Fig. 1: run 1, M4 wires
Cells faint in the background.
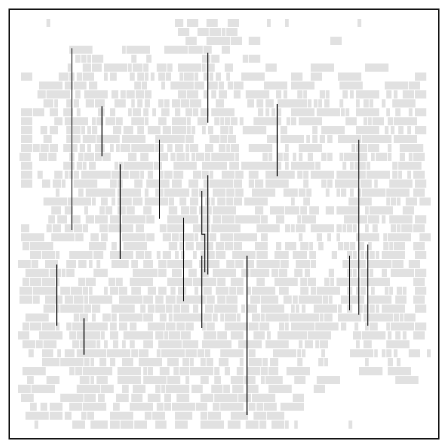
Fig. 2: run 1, routing congestion
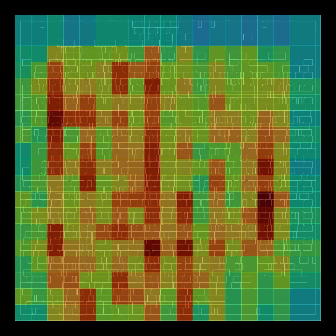
Fig. 3: run 1, placement density heat map
The bar under the picture is 50 µm long. 13 x 13 tiles, from dark blue (low) to red (high), 0 to 100% covered.
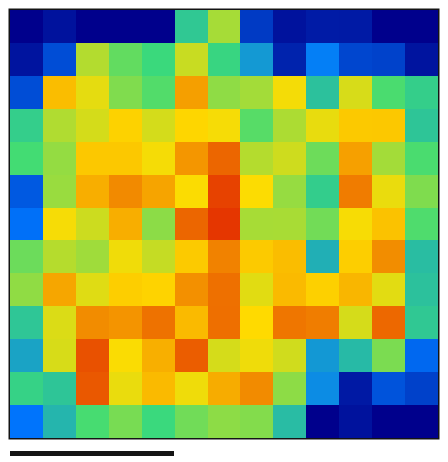
Fig. 4: run 1, signal wires on met2
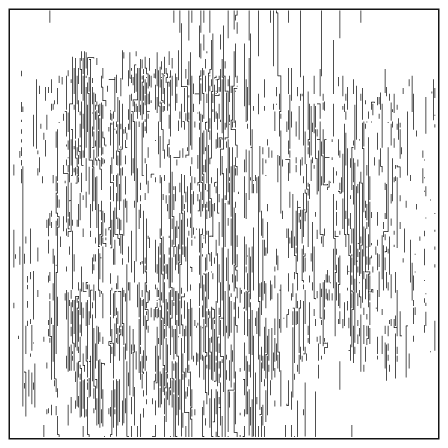
**src/rtl/dram_pkg.sv**
```systemverilog
// dram_pkg: constants shared with the byte-wide DRAM model and the burst reader state type
package dram_pkg;
    localparam int DRAM_ADDR_WIDTH = 24;
    localparam int DRAM_DATA_WIDTH = 8;
    typedef enum logic {IDLE, BUSY} state_t;
endpackage

```
**src/rtl/byte_packer.sv**
```systemverilog
// byte_packer: packs captured bytes little-endian into words held on a valid/ready output
//   cap_i, byte_i   : byte written into lane pack_count_o when cap_i is high
//   out_ready_i     : consumer accepts out_data_o
//   out_valid_o     : registered word valid, held until accepted
//   out_data_o      : registered packed word, lowest address in the low byte
//   pack_count_o    : bytes currently held in the pack register
module byte_packer import dram_pkg::*; #(
    parameter int DATA_WIDTH = DRAM_DATA_WIDTH,
    parameter int WORD_BYTES = 4,
    localparam int CW = $clog2(WORD_BYTES) + 1,
    localparam int WW = WORD_BYTES * DATA_WIDTH
) (
    input  logic                  clk,
    input  logic                  rst,
    input  logic                  cap_i,
    input  logic [DATA_WIDTH-1:0] byte_i,
    input  logic                  out_ready_i,
    output logic                  out_valid_o,
    output logic [WW-1:0]         out_data_o,
    output logic [CW-1:0]         pack_count_o
);
    logic [WW-1:0] pack_q;
    logic [WW-1:0] data_q;
    logic [CW-1:0] count_q;
    logic          valid_q;
    logic          xfer;

    // a full pack register moves out only when the output slot is free or being emptied
    assign xfer = count_q == CW'(WORD_BYTES) && (!valid_q || out_ready_i);
    assign out_valid_o = valid_q;
    assign out_data_o = data_q;
    assign pack_count_o = count_q;

    always_ff @(posedge clk) begin
        if (rst) begin
            pack_q <= '0;
            data_q <= '0;
            count_q <= '0;
            valid_q <= 1'b0;
        end else begin
            if (cap_i) begin
                pack_q[int'(count_q) * DATA_WIDTH +: DATA_WIDTH] <= byte_i;
                count_q <= count_q + CW'(1);
            end
            if (xfer) begin
                data_q <= pack_q;
                valid_q <= 1'b1;
                count_q <= '0;
            end else if (out_ready_i) begin
                valid_q <= 1'b0;
            end
        end
    end
endmodule

```
**src/rtl/dram_burst_reader.sv**
```systemverilog
// dram_burst_reader: issues byte reads for a word burst and streams packed words out
//   req_valid/req_ready/req_addr/req_len : burst request, accepted only in IDLE
//   out_valid/out_ready/out_data         : packed word stream
//   done                                 : one-cycle pulse after a burst completes
//   busy                                 : burst in progress
//   mem_addr/mem_we/mem_din/mem_dout     : read-only port to the DRAM model (1-cycle read latency)
module dram_burst_reader import dram_pkg::*; #(
    parameter int ADDR_WIDTH = DRAM_ADDR_WIDTH,
    parameter int DATA_WIDTH = DRAM_DATA_WIDTH,
    parameter int WORD_BYTES = 4,
    parameter int LEN_WIDTH  = 16,
    localparam int CW = $clog2(WORD_BYTES) + 1,
    localparam int BW = LEN_WIDTH + $clog2(WORD_BYTES)
) (
    input  logic                           clk,
    input  logic                           rst,
    input  logic                           req_valid,
    output logic                           req_ready,
    input  logic [ADDR_WIDTH-1:0]          req_addr,
    input  logic [LEN_WIDTH-1:0]           req_len,
    output logic                           out_valid,
    input  logic                           out_ready,
    output logic [WORD_BYTES*DATA_WIDTH-1:0] out_data,
    output logic                           done,
    output logic                           busy,
    output logic [ADDR_WIDTH-1:0]          mem_addr,
    output logic                           mem_we,
    output logic [DATA_WIDTH-1:0]          mem_din,
    input  logic [DATA_WIDTH-1:0]          mem_dout
);
    state_t                state_q;
    logic [ADDR_WIDTH-1:0] cur_addr_q;
    logic [ADDR_WIDTH-1:0] mem_addr_q;
    logic [LEN_WIDTH-1:0]  words_left_q;
    logic [BW-1:0]         bytes_q;
    logic                  inflight_q;
    logic                  done_q;
    logic [CW-1:0]         pack_count;
    logic                  issue;

    // never request more bytes than the pack register can still take, counting the one in flight
    assign issue = state_q == BUSY && bytes_q != '0 && (pack_count + CW'(inflight_q)) < CW'(WORD_BYTES);
    assign mem_addr = issue ? cur_addr_q : mem_addr_q;
    assign mem_we = 1'b0;
    assign mem_din = '0;
    assign req_ready = state_q == IDLE;
    assign busy = state_q == BUSY;
    assign done = done_q;

    byte_packer #(.DATA_WIDTH(DATA_WIDTH), .WORD_BYTES(WORD_BYTES)) u_packer (
        .clk(clk),
        .rst(rst),
        .cap_i(inflight_q),
        .byte_i(mem_dout),
        .out_ready_i(out_ready),
        .out_valid_o(out_valid),
        .out_data_o(out_data),
        .pack_count_o(pack_count)
    );

    always_ff @(posedge clk) begin
        if (rst) begin
            state_q <= IDLE;
            cur_addr_q <= '0;
            mem_addr_q <= '0;
            words_left_q <= '0;
            bytes_q <= '0;
            inflight_q <= 1'b0;
            done_q <= 1'b0;
        end else begin
            done_q <= 1'b0;
            inflight_q <= issue;
            if (issue) begin
                mem_addr_q <= cur_addr_q;
                cur_addr_q <= cur_addr_q + ADDR_WIDTH'(1);
                bytes_q <= bytes_q - BW'(1);
            end
            if (state_q == IDLE && req_valid) begin
                if (req_len == '0) begin
                    done_q <= 1'b1;
                end else begin
                    state_q <= BUSY;
                    cur_addr_q <= req_addr;
                    words_left_q <= req_len;
                    bytes_q <= BW'(req_len) * BW'(WORD_BYTES);
                end
            end else if (state_q == BUSY && out_valid && out_ready) begin
                words_left_q <= words_left_q - LEN_WIDTH'(1);
                if (words_left_q == LEN_WIDTH'(1)) begin
                    state_q <= IDLE;
                    done_q <= 1'b1;
                end
            end
        end
    end
endmodule

```
**config.mk**
```make
export PLATFORM = sky130hd
export DESIGN_NAME = dram_burst_reader
export DESIGN_NICKNAME = d
export VERILOG_FILES = /design/src/rtl/dram_pkg.sv /design/src/rtl/byte_packer.sv /design/src/rtl/dram_burst_reader.sv
export SDC_FILE = /design/constraint.sdc
export NUM_CORES = 1
export LEC_CHECK = 0
export ABC_AREA = 0
export CAP_MARGIN = 20
export CORE_MARGIN = 2
export CORE_UTILIZATION = 45
export DETAILED_ROUTE_END_ITERATION = 10
export GPL_ROUTABILITY_DRIVEN = 0
export PLACE_DENSITY = 0.69
export SETUP_SLACK_MARGIN = 0.05
export SLEW_MARGIN = 30
export SYNTH_ARGS = -nofsm -noshare
export SYNTH_HDL_FRONTEND = slang
export SYNTH_SLANG_ARGS = --single-unit
```
**constraint.sdc**
```tcl
create_clock -name clk -period 2.5 [get_ports clk]
set_clock_uncertainty 0.15 [all_clocks]
set_input_delay 0.5 -clock clk [delete_from_list [all_inputs] [get_ports clk]]
set_output_delay 0.5 -clock clk [all_outputs]
set_load 0.02 [all_outputs]
```
==> out/qor.yml, run 1 <==
status: "complete, but fails checks"
violations: "negative setup slack"
cap_viol_max_count: 0
crit_path_cell_trace: "nor4_1 > buf_4 > and4_4 > a21oi_4 > clkbuf_16 > buf_12 > mux2_4 > buf_6"
grt_pass1_wl_um: 31400
drive_gt1_frac: 0.215
dieArea_um2: 17000
final_antenna_net_count: 0
top_area_frac: 0.426
required_ns: 1.85
syn2layout_area_growth_pct: 38.4
yosys.stat.seqShare: 0.426
placed_cells: 1208
max_slew_margin: 0.528
edf_count: 0
ios: 121
path_class: "reg2out"
cp_num_buf_inv: 4
root_buffer: "clkbuf_16"
vias: 6922
flop_cell: "dfxtp_1"
final_core_util: 0.631
tightest_slew_ns: 0.708
antenna_found_initial: 0
finalCritPeriodShare: 1.16
cp-end-kind: "primary output"
fp_util: 0.456
drt-total-wl_um: 20400
power_uw: 6470
antenna_cells: 0
worst_slack_ns: -0.399
synthCells: 849
grt_pass1_vias: 6400
final_cell_mix: "dfxtp_1 (148), nand2_1 (115), buf_4 (98), clkdlybuf4s50_1 (86), a21oi_1 (73)"
critPathLaunchType: "register"
ctsHoldBuffers: 0
clock_path_buffers: 2
worst_path_max_delay_cell: "dfxtp_1"
die_h_um: 130
max_stage_delay_ns: 0.31
ys_types: 65
p_per_area_nw_per_um2: 650
post-route-min-period_ns: 2.90
yosysWarnings: 0
mostFrequentLayoutCell: "dfxtp_1"
p_leak_uw: 0.00377
drcViolationCount: 0
num_rows: 46
tns_ns: -9.15
final_cells: 1258
netlist_area_um2: 7200
yosys-stat-area_um2: 7200
crit_arrival_ns: 2.25
largest_area_cell: "dfxtp_1"
synthArstFlopShare: 0
coreArea_um2: 15800
setup_viol: 26
cpLargestDelayFamily: "buffers and inverters"
clk-insertion-delay-late_ns: 0.43
drt_iter0_drc: 481
topCellsByArea: "dfxtp_1 (43%), nand2_1 (6.0%), a21oi_1 (5.1%)"
port_buffers: 111
gr-total-overflow: 0
irDropWorstVdd_mv: 0.517
worstPathMaxFanout: 7
ys_cells: 849
cts.htree.levels: 4
nets: 1093
avgSynthCellArea_um2: 8.48
final-hold-violation-count: 0
hpwl_um: 13400
grt_max_degree: 97
clk_pin_slew_ns: 0.06
max_freq_mhz: 345
cts_sinks: 153
rsz0062_at_grt: "true"
viasPerCell: 5.50
first_pass_iters: 5
tool_warnings: 35
ys_ff: 153
die_w_um: 130
Notes on Fig. 1 above:
share of all routed wire: 2.2%
nets with wire on the layer: 11

Notes on Fig. 2 above:
Tot GR Track Use: 0.232
GR Layer Usage met2: 0.387
met3 usage: 0.0436
GR peak layer: met2
post-DR wirelength/cell: 16.2 µm

Notes on Fig. 3 above:
nearly empty tiles: 5.3%
mean over tiles: 57%
tiles over 75% full: 30%

Notes on Fig. 4 above:
wire length on this layer: 9,850 µm
nets with wire on the layer: 927
main direction: vertical

==> run 1: metrics by stage <==
step	worst slack, ns	area (µm²)	hold WS (ns)
final	-0.399	9960	0.302
after global routing	-0.478	9960	0.311
after CTS	-0.432	9520	0.303
after floorplan	0.0594	7230	0.282
after detailed placement	-0.330	9020	0.295
after global placement	-0.265	9020	0.289
==> run 1: worst register-to-register path, cell delays in order, from the launching register on <==
cell	delay (ns)
dfxtp_2	0.32
buf_4	0.13
buf_6	0.11
or4_4	0.54
nor4_4	0.32
o2111ai_4	0.19
or4_1	0.50
a311oi_1	0.23
==> run 1: cell type report <==
cell class,count,area [µm²]
clock inverter,10,118
clock buffer,22,464
inverter,16,60.1
tap,216,270
multi-input combinational,620,3880
fill,1433,5810
sequential,153,3070
timing repair buffer,221,2100
==> run 1: registers in the layout (all words and copies together) (netlist names), 3 cells and up <==
register and flops:
u_packer.out_data_o 32, u_packer.pack_count_o 3, words_left_q 16, u_packer.pack_q 32, bytes_q 18, cur_addr_q 24, mem_addr_q 24
==> run 1: Yosys cell counts, types with 8 or more instances <==
| cell type | instances |
|---|---|
| a22oi_1 | 10 |
| o211ai_1 | 10 |
| xor2_1 | 11 |
| nor4_1 | 10 |
| o32ai_1 | 8 |
| nor2_1 | 69 |
| inv_1 | 16 |
| or3_1 | 17 |
| nand3_1 | 41 |
| clkbuf_1 | 38 |
| dfxtp_1 | 153 |
| and2_1 | 28 |
| nand4_1 | 13 |
| a311oi_1 | 18 |
| a211oi_1 | 14 |
| nand2_1 | 115 |
| mux2i_1 | 11 |
| a21oi_1 | 74 |
| buf_4 | 10 |
| o21ai_0 | 24 |
| mux2_2 | 24 |
| ha_1 | 12 |
| nor3_1 | 12 |
==> run 1: per-layer routing <==
layer	wire length (µm)	track usage
met1	9050	0.300
met2	9850	0.387
met3	1040	0.0436
met4	438	0.0882
met5	0	0
==> run 1: worst paths after layout <==
kind | slack [ns] | endpoint | cells past startpoint | startpoint
min | 0.30 | u_packer.out_data_o[31] | 2 | u_packer.pack_q[31]
max | -0.40 | mem_addr[3] | 8 | bytes_q[3]
min reg2reg | 0.30 | u_packer.out_data_o[31] | 2 | u_packer.pack_q[31]
max reg2reg | -0.09 | bytes_q[11] | 7 | bytes_q[2]
==> run 1: timing repair <==
item | 4_1_cts | 5_1_grt
pin swaps | 0 | 16
gates cloned | 0 | 2
buffers inserted | 0 | 16
gates resized | 102 | 77
setup endpoints to repair | 24 | 45
==> run 1: cells by family (layout without fill, tap and decap cells) <==
family	count (synthesis)	in the layout	synth area share
DFF	153	153	0.426
xor gates and xnor gates	18	18	0.0219
other	1	9	0.000521
adders and majority gates	12	12	0.0209
and+or+nand+nor	346	346	0.237
muxes	36	36	0.0544
buffers and inverters	84	269	0.0570
AOI/OAI and AO/OA	199	199	0.182
==> run 1: where the power goes <==
group,switching (µW),internal (µW)
combinational,645,615
sequential,91.5,2550
clock,1040,1520
total,1770,4690
==> run 2, diff against run 1 <==
--- a/config.mk
+++ b/config.mk
@@ -6,7 +6,7 @@
 export NUM_CORES = 1
 export LEC_CHECK = 0
 export ABC_AREA = 0
-export CAP_MARGIN = 20
+export CAP_MARGIN = 10
 export CORE_MARGIN = 2
 export CORE_UTILIZATION = 45
 export DETAILED_ROUTE_END_ITERATION = 10
==> run 2 against run 1 <==
Effect of this change: the flow still finishes with violations (negative setup slack); die size unchanged; synthesized cell count stayed put; critical path depth unchanged; power unchanged; sequential power about the same; worst setup slack did not move; sequential share of layout area stayed put; final cell count unchanged; critical path type unchanged; critical endpoint unchanged; largest cell class unchanged.
==> out/qor.yml, run 2 <==
status: "complete, but fails checks"
violations: "negative setup slack"
cts_sinks: 153  # unchanged
antenna_cells: 0  # unchanged
die_w_um: 130  # unchanged
finalCritPeriodShare: 1.16  # unchanged
post-route-min-period_ns: 2.90  # unchanged
yosysWarnings: 0  # unchanged
pwr-share-clk: 0.396  # about the same
gr-total-overflow: 0  # unchanged
p_leak_uw: 0.00377  # unchanged
yosys.stat.seqShare: 0.426  # unchanged
grt_max_degree: 97  # unchanged
p_per_area_nw_per_um2: 650  # unchanged
power_uw: 6470  # unchanged
syn2layout_area_growth_pct: 38.4  # unchanged
drt-total-wl_um: 20400  # unchanged
crit_path_cell_trace: "nor4_1 > buf_4 > and4_4 > a21oi_4 > clkbuf_16 > buf_12 > mux2_4 > buf_6"
r2r-start: "bytes_q[2]"
intPower_uw: 4690  # unchanged
grt.total_usage: 0.232  # unchanged
reg2reg_depth: 7  # unchanged
final_core_util: 0.631  # unchanged
clk_pin_slew_ns: 0.06  # about the same
whs_ns: 0.302  # unchanged
worst_slack_ns: -0.399  # unchanged
synthArstFlopShare: 0  # unchanged
drcViolationCount: 0  # unchanged
final_area_um2: 9960  # unchanged
crit_end: "mem_addr[3]"
flop_cell: "dfxtp_1"
port_buffers: 111  # unchanged
r2r_end: "bytes_q[11]"
netlist_area_um2: 7200  # unchanged
setup_viol: 26  # unchanged
final_antenna_net_count: 0  # unchanged
top_area_frac: 0.426  # unchanged
topCellsByArea: "dfxtp_1 (43%), nand2_1 (6.0%), a21oi_1 (5.1%)"
critPathLaunchType: "register"
final_cells: 1258  # unchanged
power_frac_seq: 0.409  # about the same
fp_util: 0.456  # unchanged
==> run 2: cell counts in the layout (fill, tap and decap cells not counted) <==
No cell type changed its count.
==> run 2: per-stage QoR <==
| stage | TNS (ns) | worst slack (ns) |
|---|---|---|
| 2_1_floorplan | 0 | 0.0594 |
| 3_3_place_gp | -11.17 | -0.265 |
| 3_5_place_dp | -16.66 | -0.330 |
| 4_1_cts | -6.83 | -0.432 |
| 5_1_grt | -11.10 | -0.478 |
| 6_report | -9.15 | -0.399 |
==> run 2: area by class of cell <==
class / count / area, µm²
clock buffers: 22 / 464
clock inverters: 10 / 118
fillers: 1433 / 5810
inverters: 16 / 60.1
multi-input cells: 620 / 3880
flip-flops and latches: 153 / 3070
well taps: 216 / 270
repair buffers: 221 / 2100
==> run 2: power groups by stage <==
stage,Clock [µW],Sequential [µW],Combinational [µW]
global placement,0,2690,1100
detailed placement,0,2690,1120
finish,2560,2650,1260
global route,2700,2660,1360
floorplan,0,2690,656
CTS,2600,2640,1110
==> run 2: logic make-up after synthesis <==
| kind of cell | count (synthesis) | share of synthesized area |
|---|---|---|
| AND-OR/OR-AND | 199 | 0.182 |
| XOR/XNOR | 18 | 0.0219 |
| adder cells (fa/ha/maj) | 12 | 0.0209 |
| buffers and inverters | 84 | 0.0570 |
| flip-flops | 153 | 0.426 |
| multiplexers | 36 | 0.0544 |
| other | 1 | 0.000521 |
| AND/OR/NAND/NOR | 346 | 0.237 |
==> run 2: per-layer routing <==
layer / GRT usage / up-vias / share of wire
met5: 0 / - / 0
met4: 0.0882 / 0 / 0.021
met3: 0.0436 / 36 / 0.051
met2: 0.387 / 220 / 0.48
met1: 0.300 / 3256 / 0.44
li1: - / 3410 / -
==> run 2: worst min-delay path by stage <==
stage                              from                 endpoint  cells after the start
finish              u_packer.pack_q[31]  u_packer.out_data_o[31]                      2
global route                        rst               inflight_q                      2
CTS                 u_packer.pack_q[15]  u_packer.out_data_o[15]                      2
detailed placement  u_packer.pack_q[27]      u_packer.pack_q[27]                      2
global placement     u_packer.pack_q[0]   u_packer.out_data_o[0]                      2
floorplan            u_packer.pack_q[0]   u_packer.out_data_o[0]                      2
==> run 2: what timing repair did <==
action                                  4_1_cts  5_1_grt
gates resized                               102       77
hold buffers                                  0        0
gates cloned                                  0        2
endpoints found under the setup margin       24       45
hold endpoints to repair                      0        0
setup buffers                                 0       16
pin swaps                                     0       16
==> run 2: tightest hold or removal path: cells and delay by family, from the launching register on <==
kind,cells,cell delay [ns]
and+or+nand+nor,1,0.05
AOI/OAI and AO/OA,1,0.05
DFF,1,0.31
Fig. 5: run 2, signal wires on met2
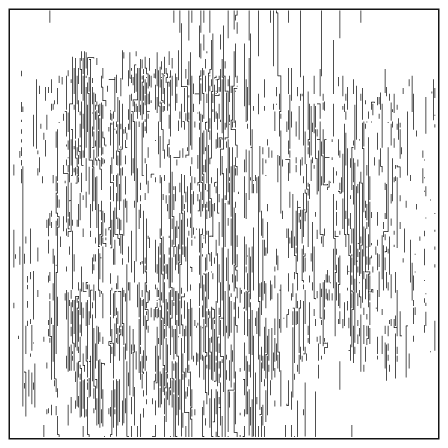
wire length on this layer: 9,850 µm
longest straight run: 73.1 µm

No activity file was given, so power comes from the tool's default toggle rates.
